[src/rtl/mem_port_arbiter.sv]
// Shares one single-port synchronous RAM between the instruction-fetch port
// and the data-memory port. One access is granted at a time; the winner's
// request is latched and held on the RAM for MEM_LAT cycles, then a one-cycle
// ready pulse returns the captured read data.
//
// state  | meaning
// IDLE   | no access in flight; arbitrate between if_req and d_req
// BUSY_I | fetch access driving the RAM, cnt counts RAM cycles
// BUSY_D | data access (load or store) driving the RAM
// RESP_I | if_ready pulse, if_rdata holds the fetched word
// RESP_D | d_ready pulse, d_rdata holds the loaded word (unchanged on store)
module mem_port_arbiter #(
  parameter int ADDR_W     = 32,
  parameter int DATA_W     = 32,
  parameter int MEM_LAT    = 2,
  parameter int STARVE_MAX = 2
) (
  input  logic              clk,
  input  logic              rst_n,
  input  logic              if_req,
  input  logic [ADDR_W-1:0] if_addr,
  output logic [DATA_W-1:0] if_rdata,
  output logic              if_ready,
  input  logic              d_req,
  input  logic              d_we,
  input  logic [ADDR_W-1:0] d_addr,
  input  logic [DATA_W-1:0] d_wdata,
  output logic [DATA_W-1:0] d_rdata,
  output logic              d_ready,
  output logic              ram_en,
  output logic              ram_we,
  output logic [ADDR_W-1:0] ram_addr,
  output logic [DATA_W-1:0] ram_wdata,
  input  logic [DATA_W-1:0] ram_rdata,
  output logic              stall_if,
  output logic              stall_mem
);

  localparam int CNT_W = (MEM_LAT > 1) ? $clog2(MEM_LAT) : 1;
  localparam int STV_W = (STARVE_MAX > 0) ? $clog2(STARVE_MAX + 1) : 1;
  localparam logic [CNT_W-1:0] CNT_LAST = CNT_W'(MEM_LAT - 1);
  localparam logic [STV_W-1:0] STV_SAT  = STV_W'(STARVE_MAX);

  typedef enum logic [2:0] {
    IDLE   = 3'd0,
    BUSY_I = 3'd1,
    BUSY_D = 3'd2,
    RESP_I = 3'd3,
    RESP_D = 3'd4
  } state_t;

  state_t              state_q, state_d;
  logic [CNT_W-1:0]    cnt_q, cnt_d;
  logic [STV_W-1:0]    starve_q, starve_d;
  logic [ADDR_W-1:0]   addr_q, addr_d;
  logic                we_q, we_d;
  logic [DATA_W-1:0]   wdata_q, wdata_d;
  logic [DATA_W-1:0]   if_rdata_q, if_rdata_d;
  logic [DATA_W-1:0]   d_rdata_q, d_rdata_d;
  logic                busy;
  logic                fetch_starved;

  // A waiting fetch wins the tie only once the data port has had its quota.
  assign fetch_starved = if_req && (starve_q == STV_SAT);

  // Arbitration, access sequencing and read-data capture.
  always_comb begin
    state_d    = state_q;
    cnt_d      = cnt_q;
    starve_d   = starve_q;
    addr_d     = addr_q;
    we_d       = we_q;
    wdata_d    = wdata_q;
    if_rdata_d = if_rdata_q;
    d_rdata_d  = d_rdata_q;
    case (state_q)
      IDLE: begin
        if (d_req && !fetch_starved) begin
          state_d  = BUSY_D;
          addr_d   = d_addr;
          we_d     = d_we;
          wdata_d  = d_wdata;
          cnt_d    = '0;
          if (!if_req)
            starve_d = '0;
          else if (starve_q != STV_SAT)
            starve_d = starve_q + 1'b1;
        end else if (if_req) begin
          state_d  = BUSY_I;
          addr_d   = if_addr;
          we_d     = 1'b0;
          wdata_d  = '0;
          cnt_d    = '0;
          starve_d = '0;
        end
      end
      BUSY_I: begin
        cnt_d = cnt_q + 1'b1;
        if (cnt_q == CNT_LAST) begin
          if_rdata_d = ram_rdata;
          state_d    = RESP_I;
        end
      end
      BUSY_D: begin
        cnt_d = cnt_q + 1'b1;
        if (cnt_q == CNT_LAST) begin
          if (!we_q)
            d_rdata_d = ram_rdata;
          state_d = RESP_D;
        end
      end
      RESP_I:  state_d = IDLE;
      RESP_D:  state_d = IDLE;
      default: state_d = IDLE;
    endcase
  end

  // State and datapath registers; reset discards any access in flight.
  always_ff @(posedge clk or negedge rst_n) begin
    if (!rst_n) begin
      state_q    <= IDLE;
      cnt_q      <= '0;
      starve_q   <= '0;
      addr_q     <= '0;
      we_q       <= 1'b0;
      wdata_q    <= '0;
      if_rdata_q <= '0;
      d_rdata_q  <= '0;
    end else begin
      state_q    <= state_d;
      cnt_q      <= cnt_d;
      starve_q   <= starve_d;
      addr_q     <= addr_d;
      we_q       <= we_d;
      wdata_q    <= wdata_d;
      if_rdata_q <= if_rdata_d;
      d_rdata_q  <= d_rdata_d;
    end
  end

  // RAM controls decode straight from state so reset drops them without a clock.
  assign busy      = (state_q == BUSY_I) || (state_q == BUSY_D);
  assign ram_en    = busy;
  assign ram_we    = (state_q == BUSY_D) && we_q;
  assign ram_addr  = busy ? addr_q : '0;
  assign ram_wdata = (state_q == BUSY_D) ? wdata_q : '0;

  assign if_ready  = (state_q == RESP_I);
  assign d_ready   = (state_q == RESP_D);
  assign if_rdata  = if_rdata_q;
  assign d_rdata   = d_rdata_q;

  assign stall_if  = if_req & ~if_ready;
  assign stall_mem = d_req & ~d_ready;

endmodule

[config.mk]
export PLATFORM = sky130hd
export DESIGN_NAME = mem_port_arbiter
export DESIGN_NICKNAME = d
export VERILOG_FILES = /design/src/rtl/mem_port_arbiter.sv
export SDC_FILE = /design/constraint.sdc
export NUM_CORES = 1
export LEC_CHECK = 0
export CORE_UTILIZATION = 42
export DETAILED_ROUTE_END_ITERATION = 16
export PLACE_DENSITY = 0.81
export SYNTH_ARGS = -nofsm -noshare
export SYNTH_HDL_FRONTEND = slang
export SYNTH_SLANG_ARGS = --single-unit
[constraint.sdc]
create_clock -name clk -period 1.9 [get_ports clk]
set_input_delay 0.475 -clock clk [delete_from_list [all_inputs] [get_ports clk]]
set_output_delay 0.475 -clock clk [all_outputs]
set_load 0.02 [all_outputs]
==> flow_metrics.tcl <==
# metrics dict for downstream scripts
set metrics [dict create \
    met3_length_um 960 \
    fmax_mhz 461.0 \
    cts-root-buf "clkbuf_16" \
    grt_use_total 0.2496 \
    ir_drop_uv 985.7 \
    clk_latency_ns 0.42 \
    die_w_um 119.6 \
    min_from "if_rdata[5]" \
    cap_violations 0 \
    via_per_inst 5.427 \
    drt_wl_total_um 19680 \
    place_area_um2 8816 \
    slowest_stage "dfrtp_2" \
    layout-drive-gt1-share 0.4048 \
    cts_made_buffers 17 \
    synth_nets 573 \
    ys.flops 135 \
    tightest_slew_ns 0.4196 \
    post_cts_buffers 5 \
    grt_pass1_vias 5143 \
    met1_usage 0.2880 \
    drv_slew 0 \
    setup_ws_ns -0.2691 \
    grt_max_degree 38 \
    first_iter_violations 280 \
    flop_cell "dfrtp_1" \
    num_rows 42 \
    ant_nets 0 \
    critPathMostFrequentCell "buf_4" \
    timing.rr.end "d_rdata[3]" \
    grt_pass1_wl_um 27210 \
    m1WireLength_um 7562 \
    post_cts_resize_count 432 \
    setup_viol 161 \
    ios 267 \
    period_needed_ns 2.169 \
    worstRegToRegCells 7 \
    portBuffers 266 \
    largest_area_cell "dfrtp_1" \
    htree_num_levels 4 \
    cts_tree "built" \
    postLayoutCellArea_um2 10190 \
    warning_count 28 \
    crit_path_max_incr_delay_ns 0.46 \
    die_h_um 119.6 \
    whs_ns 0.4849 \
    tns_ns -23.25 \
    fill_cells 820 \
    leakage_uw 0.004529 \
    finalClockPeriodUsage 1.142 \
    drt_pass1_iterations 4 \
    synth.distinct_cells 31 \
    cts_buffer_depth 2 \
    cp_cell_sequence "xnor2_2, nor2_2, buf_4, buf_16, and2_1, buf_4" \
    maxUsedRoutingLayer "met4" \
    endpoint "ram_addr[19]" \
    min_to "if_rdata[5]" \
    layout.nets 867 \
    vias 5004 \
    antennaDiodeCount 0 \
    avgSynthCellArea_um2 13.22 \
    critPathKind "flop to output pin" \
    syn-cell-area_um2 5804 \
    cp.arrival_ns 1.69 \
    synth.cells.most_frequent "dfrtp_1, and2_1, mux2_2" \
    dr_wl_met2_um 10710 \
    synthArstFlopShare 1.000 \
    dp_hpwl_um 11470 \
    p_per_area_nw_per_um2 2053 \
    ys_area_um2 5804 \
    pre_cts_slack_ns -0.3785 \
    route.detailed.drc 0 \
    yosys_warnings 0 \
    hold_viol_final 0 \
    total_power_uw 20930 \
    edf_count 0 \
    netlist_instances 439 \
    top_area_frac 0.5820 \
    fin_skew_ns 0.01120 \
    status "finished, violations left" \
    reg2reg_from "state_q[0]" \
    cts_hold_buffers 1 \
    violations "setup timing" \
    hold_depth 1 \
    fp_util 0.4349 \
]
registers in the layout, indices dropped and copies added (netlist names):
signal    flops
addr_q       32
d_rdata      32
if_rdata     32
wdata_q      32
state_q       3
starve_q      2
cnt_q         1
we_q          1
layout make-up:
| type | instances | share of cell area |
|---|---|---|
| Multi-Input combinational cell | 264 | 0.2499 |
| Clock buffer | 24 | 0.04824 |
| Tap cell | 176 | 0.02160 |
| Sequential cell | 135 | 0.3317 |
| Timing Repair Buffer | 312 | 0.3358 |
| Clock inverter | 8 | 0.01166 |
| Inverter | 3 | 0.001105 |
cell families (layout without fill, tap and decap cells):
kind of cell | Yosys count | in the layout | share of synthesized area
flops | 135 | 135 | 0.5820
fa+ha+maj | 1 | 1 | 0.002155
buf+inv | 40 | 347 | 0.03643
compound gates | 78 | 78 | 0.1257
xor+xnor | 1 | 1 | 0.001509
simple gates | 120 | 120 | 0.1280
mux | 64 | 64 | 0.1242
critical path, delay by kind of cell, from the launching register on:
kind	cells	cell delay, ns
simple gates	2	0.25
buf+inv	3	0.42
flops	1	0.46
xor+xnor	1	0.15
report_power, final:
| part | total [uW] | switching (uW) | internal (uW) | leakage [uW] |
|---|---|---|---|---|
| Sequential | 5110 | 854 | 4250 | 0.00163 |
| Clock | 3420 | 1220 | 2200 | 0.000304 |
| Combinational | 12400 | 5580 | 6830 | 0.00260 |
cell usage in the layout (no fill, tap or decap), drive strengths merged, types with 5 or more instances in the layout:
cell type,instances
nor2,6
o221a,32
mux2,64
o21ai,5
dlymetal6s2s,8
buf,109
clkinv,5
or3,33
a22o,33
clkbuf,31
and2,67
dfrtp,135
clkdlybuf4s50,186
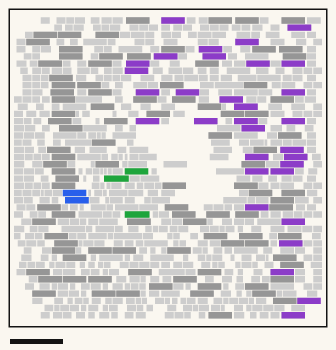
(images/ff_map.png)
Scale bar: 20 um. Other sequential cells in the stronger grey, the rest of the logic in the fainter grey.
Key: state_q = green [flops 3]; starve_q = blue [flops 2]; if_rdata = purple [flops 32]
Another 98 sequential cells are not coloured.
Sequential cell area: 3381 um2
Util after Layout: 0.7637
sequential cell area share: 0.3317

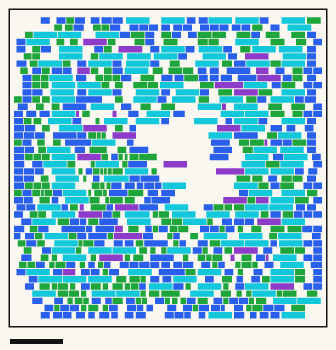
(images/class_map.png)
Scale bar: 20 um.
Key: remaining logic cells = green [cells 267, share of their area 26%]; clock drivers and dummy loads = purple [cells 32, share of their area 6.1%]; registers = cyan [cells 135, share of their area 34%]; remaining buffers and delay cells = blue [cells 312, share of their area 34%]

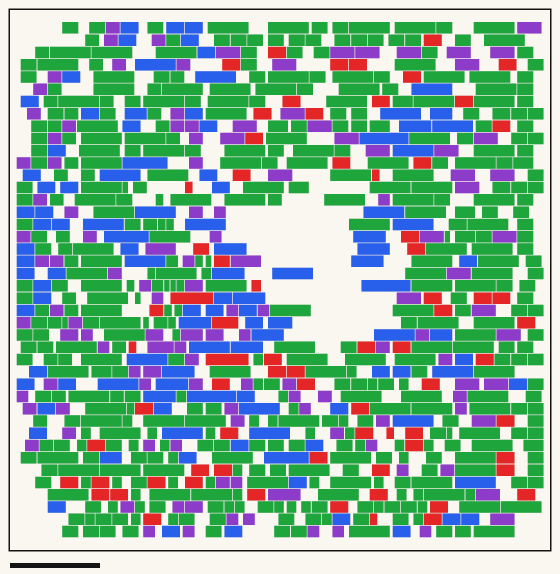
(images/sizing.png)
Scale bar: 20 um.
Key: x2 = red [cells 72, most used o221a_2]; x3 and x4 = purple [cells 123, most used and2_4]; x6 and larger = blue [cells 107, most used buf_6]; x1 and smaller = green [cells 444, most used clkdlybuf4s50_1]
Syn-to-layout area delta: 75.62%
final setup margin: -0.2691 ns

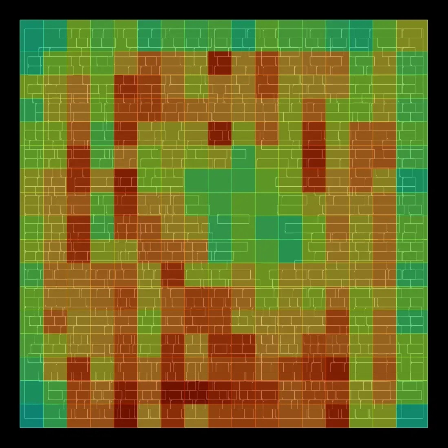
(images/congestion_map.png)
WL/cell: 21.35 um
grt met2 use: 0.4429
met3 global-route usage: 0.04990

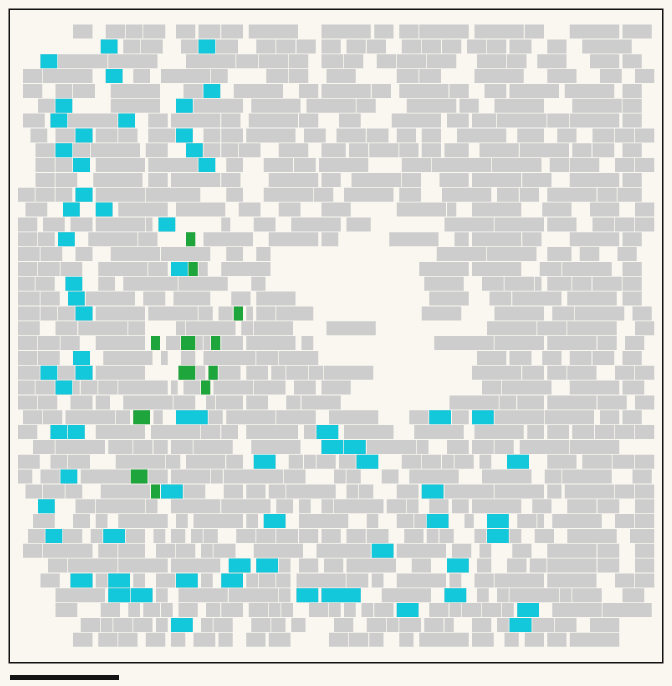
(images/gates.png)
Scale bar: 20 um.
Key: aoi and oai cells = green [cells 12, where middle left]; non-inverting ao/oa cells = cyan [cells 66, where spread over the die]

No activity file was given, so power comes from the tool's default toggle rates.
